Figure 1. Met3 routing (run 1).
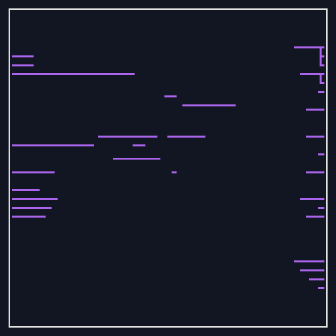
Figure 2. Cell outlines without signal wires (run 1).
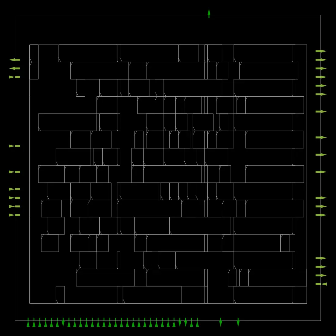
Figure 3. Nets reached from selected ports (run 1).
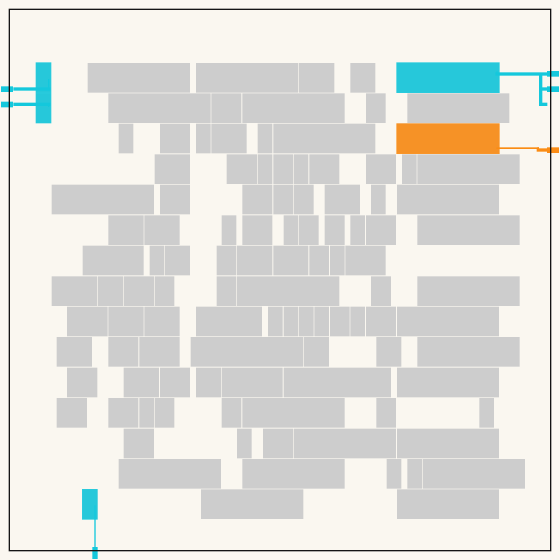
<file path="config.mk">
export PLATFORM = sky130hd
export DESIGN_NAME = control_unit
export DESIGN_NICKNAME = d
export VERILOG_FILES = /design/src/rtl/control_defs.sv /design/src/rtl/control_unit.sv
export SDC_FILE = /design/constraint.sdc
export NUM_CORES = 1
export LEC_CHECK = 0
export CAP_MARGIN = 5
export CORE_MARGIN = 2
export CORE_UTILIZATION = 60
export CTS_BUF_LIST = sky130_fd_sc_hd__clkbuf_16
export DETAILED_ROUTE_END_ITERATION = 10
export DONT_BUFFER_PORTS = 1
export GPL_TIMING_DRIVEN = 1
export HOLD_SLACK_MARGIN = 0.02
export MAX_ROUTING_LAYER = met4
export PLACE_DENSITY_LB_ADDON = 0.12
export SLEW_MARGIN = 20
export SYNTH_ARGS = -nofsm -noshare
export SYNTH_HDL_FRONTEND = slang
export SYNTH_SLANG_ARGS = --single-unit
</file>
<file path="constraint.sdc">
create_clock -name Clock -period 2.3 [get_ports Clock]
set_input_delay 0.345 -clock Clock [delete_from_list [all_inputs] [get_ports Clock]]
set_output_delay 0.345 -clock Clock [all_outputs]
set_load 0.01 [all_outputs]
</file>
<file path="src/rtl/control_defs.sv">
// Shared definitions for the control unit: opcodes, ALU op codes, state
// encoding and the strobe bundle decoded from each state.
package control_defs;

  localparam logic [4:0] OP_LD   = 5'b00000;
  localparam logic [4:0] OP_LDI  = 5'b00001;
  localparam logic [4:0] OP_ST   = 5'b00010;
  localparam logic [4:0] OP_ADDI = 5'b01100;
  localparam logic [4:0] OP_NOP  = 5'b11010;
  localparam logic [4:0] OP_HALT = 5'b11011;

  localparam logic [4:0] ALU_NONE = 5'b00000;
  localparam logic [4:0] ALU_ADD  = 5'b00011;

  typedef enum logic [3:0] {
    S_RST, S_T0, S_T1, S_T2, S_T3, S_T4, S_T5, S_T6, S_T7, S_HALT
  } state_t;

  // Instruction class latched at the end of T2; steers the T3..T7 path.
  typedef enum logic [1:0] {
    K_LD, K_LDI, K_ST, K_ADDI
  } kind_t;

  typedef struct packed {
    logic       run;
    logic       pc_out;
    logic       pc_in;
    logic       inc_pc;
    logic       mar_in;
    logic       mdr_in;
    logic       mdr_out;
    logic       read;
    logic       write;
    logic       ir_in;
    logic       gra;
    logic       grb;
    logic       r_in;
    logic       r_out;
    logic       ba_out;
    logic       y_in;
    logic       c_out;
    logic       z_in_low;
    logic       z_low_out;
    logic [4:0] operation;
  } ctrl_t;

  function automatic ctrl_t decode_ctrl(state_t s, kind_t k);
    ctrl_t c;
    c = '0;
    case (s)
      S_T0: begin
        c.run = 1'b1; c.pc_out = 1'b1; c.mar_in = 1'b1;
        c.inc_pc = 1'b1; c.z_in_low = 1'b1;
      end
      S_T1: begin
        c.run = 1'b1; c.z_low_out = 1'b1; c.pc_in = 1'b1;
        c.read = 1'b1; c.mdr_in = 1'b1;
      end
      S_T2: begin
        c.run = 1'b1; c.mdr_out = 1'b1; c.ir_in = 1'b1;
      end
      S_T3: begin
        c.run = 1'b1; c.grb = 1'b1; c.y_in = 1'b1;
        if (k == K_ADDI) c.r_out = 1'b1;
        else             c.ba_out = 1'b1;
      end
      S_T4: begin
        c.run = 1'b1; c.c_out = 1'b1; c.z_in_low = 1'b1;
        c.operation = ALU_ADD;
      end
      S_T5: begin
        c.run = 1'b1; c.z_low_out = 1'b1;
        if (k == K_LD || k == K_ST) c.mar_in = 1'b1;
        else begin
          c.gra = 1'b1; c.r_in = 1'b1;
        end
      end
      S_T6: begin
        c.run = 1'b1; c.mdr_in = 1'b1;
        if (k == K_ST) begin
          c.gra = 1'b1; c.r_out = 1'b1;
        end else begin
          c.read = 1'b1;
        end
      end
      S_T7: begin
        c.run = 1'b1;
        if (k == K_ST) c.write = 1'b1;
        else begin
          c.mdr_out = 1'b1; c.gra = 1'b1; c.r_in = 1'b1;
        end
      end
      default: c = '0;
    endcase
    return c;
  endfunction

endpackage

</file>
<file path="src/rtl/control_unit.sv">
// Moore control sequencer: fetch (T0..T2), per-opcode execute (T3..T7), HALT.
// Strobes are registered as the decode of the next state, so they track the state register.
module control_unit
  import control_defs::*;
(
  input  logic        Clock,
  input  logic        clear,
  input  logic [31:0] IR,
  input  logic        Stop,
  output logic        Run,
  output logic        PCout,
  output logic        PCin,
  output logic        IncPC,
  output logic        MARin,
  output logic        MDRin,
  output logic        MDRout,
  output logic        Read,
  output logic        Write,
  output logic        IRin,
  output logic        Gra,
  output logic        Grb,
  output logic        Rin,
  output logic        Rout,
  output logic        BAout,
  output logic        Yin,
  output logic        Cout,
  output logic        Zin_low,
  output logic        Zlowout,
  output logic [4:0]  operation
);

  state_t     state, nxt_state;
  kind_t      kind, nxt_kind;
  ctrl_t      ctrl;
  logic [4:0] opcode;
  logic       unused_ir;

  assign opcode    = IR[31:27];
  assign unused_ir = ^IR[26:0];

  always_comb begin
    nxt_state = state;
    nxt_kind  = kind;
    case (state)
      S_RST: nxt_state = S_T0;
      S_T0:  nxt_state = Stop ? S_HALT : S_T1;
      S_T1:  nxt_state = S_T2;
      S_T2: begin
        case (opcode)
          OP_LD:   begin nxt_state = S_T3; nxt_kind = K_LD;   end
          OP_LDI:  begin nxt_state = S_T3; nxt_kind = K_LDI;  end
          OP_ST:   begin nxt_state = S_T3; nxt_kind = K_ST;   end
          OP_ADDI: begin nxt_state = S_T3; nxt_kind = K_ADDI; end
          OP_HALT: nxt_state = S_HALT;
          default: nxt_state = S_T0;
        endcase
      end
      S_T3:   nxt_state = S_T4;
      S_T4:   nxt_state = S_T5;
      S_T5:   nxt_state = (kind == K_LD || kind == K_ST) ? S_T6 : S_T0;
      S_T6:   nxt_state = S_T7;
      S_T7:   nxt_state = S_T0;
      S_HALT: nxt_state = S_HALT;
      default: nxt_state = S_RST;
    endcase
  end

  always_ff @(posedge Clock or posedge clear) begin
    if (clear) begin
      state <= S_RST;
      kind  <= K_LDI;
      ctrl  <= '0;
    end else begin
      state <= nxt_state;
      kind  <= nxt_kind;
      ctrl  <= decode_ctrl(nxt_state, nxt_kind);
    end
  end

  assign Run       = ctrl.run;
  assign PCout     = ctrl.pc_out;
  assign PCin      = ctrl.pc_in;
  assign IncPC     = ctrl.inc_pc;
  assign MARin     = ctrl.mar_in;
  assign MDRin     = ctrl.mdr_in;
  assign MDRout    = ctrl.mdr_out;
  assign Read      = ctrl.read;
  assign Write     = ctrl.write;
  assign IRin      = ctrl.ir_in;
  assign Gra       = ctrl.gra;
  assign Grb       = ctrl.grb;
  assign Rin       = ctrl.r_in;
  assign Rout      = ctrl.r_out;
  assign BAout     = ctrl.ba_out;
  assign Yin       = ctrl.y_in;
  assign Cout      = ctrl.c_out;
  assign Zin_low   = ctrl.z_in_low;
  assign Zlowout   = ctrl.z_low_out;
  assign operation = ctrl.operation;

endmodule

</file>
==> flow_summary.yaml, run 1 <==
# synthesis and place-and-route metrics
run_status:
  status: "completed"
yosys:
  area_leaders: "dfrtp_1 (47%), buf_4 (4.5%), nor2_1 (2.6%)"
  yosys_cells: 111
  ys_sh_aoi_pct: 18.0
  syn_area_mm2: 0.00117
  most_common_cell: "dfrtp_1"
  synth_flops: 23
cells_and_area:
  n_all_buffers: 4
  buf_share_pct: 2.41
  nets: 146
  num_antenna_cells: 0
  logic_area_um2: 489
  nNonClkInverters: 7
  reg.largest.list: "state x4, kind x2"
  final_cell_mix: "dfrtp_1 (22), nor2_1 (8), inv_1 (7), nand2_1 (7), a21oi_1 (5)"
  comb_share_pct: 39.3
  final_common_cell: "dfrtp_1"
  syn_to_final_growth_pct: 6.19
final_timing:
  finalClockSkew_ns: 0.000641
  worst_pin_slew_ns: 0.786
  fin_setup_tns_ns: 0
  fmax_mhz: 502
  setup_violations: 0
  rsz0062_at_grt: "false"
  period_used_pct: 86.6
  timing.final.ws_setup_ns: 0.309
clocking:
  clk_latency_ns: 0.25
  cts_buffers: 3
  cts_tree: "built"
  hold_buffers: 0
  clockBufferDepth: 2
  numClockSinks: 23
floorplanning:
  coreArea_mm2: 0.00178
  die_w_um: 48.2
  fp_util_pct: 65.8
  die_h_um: 48.2
grt:
  grt_max_degree: 24
  grt_pass1_wl_mm: 3.13
placement:
  dp_cells: 131
power_and_ir_drop:
  cellLeakagePower_nw: 0.574
  power_density_mw_per_mm2: 1110
  pg_comb_mw: 0.441
  power_mw: 1.38
  pg_seq_mw: 0.588
  power_leader: "registers"
worst_setup_path:
  endpoint_kind: "flip-flop"
  critPathMaxStageDelay_ns: 0.41
detailed_routing:
  wl_per_cell_um: 14.0
  drtPass1Iterations: 5
About Figure 1:
nets with wire on the layer: 28
main direction: horizontal
final wirelength: 1.89 mm
vias: 805
met3 usage: 2.96%

About Figure 2:
Final Util: 69.8%
sequential share of cell area: 46.3%
non-filler cells, final: 135

About Figure 3:
[`Zin_low`] orange | direction: output | edge: east | end cells: 1 | buffers: 0 | wire: 4.50 um
[`operation`] cyan | direction: output | edge: 2 east, 2 west, 1 south | end cells: 4 | buffers: 0 | wire: 18.6 um
Ports: 59
# port buffers: 0

-- run 1: final timing paths --
check,from,to,slack (ns),cells past startpoint
min in group Clock,IR[28],Rout$_DFF_PP0_,0.29,3
max reg2reg,state[2]$_DFF_PP0_,MARin$_DFF_PP0_,0.31,6
min,clear,Gra$_DFF_PP0_,0.13,1
max,state[2]$_DFF_PP0_,MARin$_DFF_PP0_,0.31,6
min reg2reg,state[3]$_DFF_PP0_,IRin$_DFF_PP0_,0.55,2
max in group asynchronous,clear,Zlowout$_DFF_PP0_,1.68,1
-- run 1: metal layers --
metal  track usage (%)  routed length (um)
met2              28.9                 891
met1              27.2                 841
met3              2.96                 135
met5                 -                   0
met4              9.73                  22
==> inputs of run 2 (changes only) <==
GPL_TIMING_DRIVEN = default   (was 1)
==> run 2 against run 1 <==
Worst hold slack did not move; sequential share of layout area unchanged; clock-buffer cell count did not move; worst setup slack stayed put; sequential power about the same; critical path depth did not move; clock skew unchanged.
==> flow_summary.yaml, run 2 <==
# synthesis and place-and-route metrics
run_status:
  status: "completed"
yosys:
  synth_flops: 23
  most_common_cell: "dfrtp_1"
  syn_area_mm2: 0.00117
  yosys_cells: 111
  area_leaders: "dfrtp_1 (47%), buf_4 (4.5%), nor2_1 (2.6%)"
cells_and_area:
  reg.largest.list: "state x4, kind x2"
  nNonClkInverters: 7
  n_all_buffers: 4
  final_util_pct: 69.8
  final_common_cell: "dfrtp_1"
  syn_to_final_growth_pct: 6.19
  seqAreaFraction_pct: 46.3
  stdcell_count: 135
  logic_area_um2: 489
  num_antenna_cells: 0
  comb_share_pct: 39.3
  nets: 146
  final_cell_mix: "dfrtp_1 (22), nor2_1 (8), inv_1 (7), nand2_1 (7), a21oi_1 (5)"
  buf_share_pct: 2.41
final_timing:
  fin_setup_tns_ns: 0
  finalClockSkew_ns: 0.000641
  timing.final.ws_setup_ns: 0.309
  rsz0062_at_grt: "false"
  timing.hold.ws_ns: 0.132
  worst_pin_slew_ns: 0.786
  setup_violations: 0
  fmax_mhz: 502
  period_used_pct: 86.6
detailed_routing:
  vias: 805
  wirelength_mm: 1.89
  drtPass1Iterations: 5
clocking:
  numClockSinks: 23
  hold_buffers: 0
  cts_buffers: 3
  cts_setup_buffers: 0
  clockBufferDepth: 2
  clk_latency_ns: 0.25
floorplanning:
  die_h_um: 48.2
  top_level_ports: 59
  die_w_um: 48.2
  fp_util_pct: 65.8
power_and_ir_drop:
  pg_seq_mw: 0.588
  cellLeakagePower_nw: 0.574
  p_seq_share_pct: 42.6
  combPwrFrac_pct: 31.9
  power_mw: 1.38
  power_density_mw_per_mm2: 1110
worst_setup_path:
  r2r_start: "state[2]$_DFF_PP0_"
  endpoint_kind: "flip-flop"
  r2r_slack_ns: 0.31
  crit_buf_inv: 1
  critPathTopFamily: "simple AND/OR/NAND/NOR gates"
  critPathMaxStageDelay_ns: 0.41
  critPathLaunch: "state[2]$_DFF_PP0_"
  worst_r2r_path_depth: 6
worst_hold_path:
  hold_class: "input port to async pin"
placement:
  dp_cells: 131
  port_buffers: 0
grt:
  grt_pass1_wl_mm: 3.13
  grt_max_degree: 24
[run 2: cell counts in the layout (fill, tap and decap cells not counted)]
No cell type changed its count.
[run 2: metal layers]
layer  GRT usage [%]  up-vias  share of wire (%)
met4            9.73        0                1.2
met3            2.96        4                7.1
met2            28.9       33                 47
met5               -        -                  0
met1            27.2      385                 44
li1                -      383                  -
[run 2: worst max-delay path by stage]
stage	end	slack, ns	cells past startpoint
after floorplan	MARin$_DFF_PP0_	0.33	7
after global placement	MARin$_DFF_PP0_	0.31	6
after detailed placement	MARin$_DFF_PP0_	0.32	6
after CTS	MARin$_DFF_PP0_	0.30	6
after global routing	MARin$_DFF_PP0_	0.19	6
final	MARin$_DFF_PP0_	0.31	6
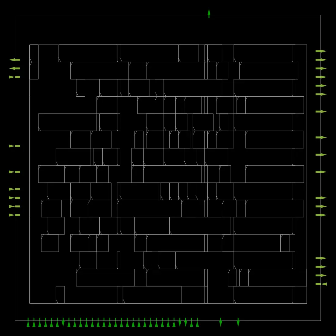
Figure 4: run 2, cell outlines without signal wires.
# fillers: 127
row cnt: 15
Well Taps: 25
Core ar.: 0.00178 mm2
seq_cells: 23

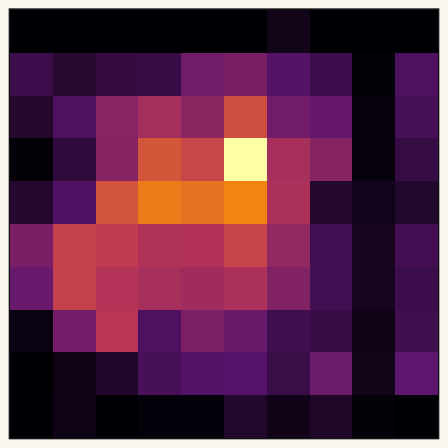
Figure 5: run 2, routed metal per tile.
The die is cut into 10 by 10 equal tiles; black is low, pale yellow is high, scaled to the fullest tile. Values are wire area over tile area, all layers added.
mean over tiles: 0.13
tiles over half the peak: 12%
nearly empty tiles: 19%
densest ninth of the die: centre
fullest tile: 0.57
All-Layer GR Usage: 20.1%
routed length per instance: 14.0 um

Power figures rest on the tool's default switching activity, not on a simulated workload.
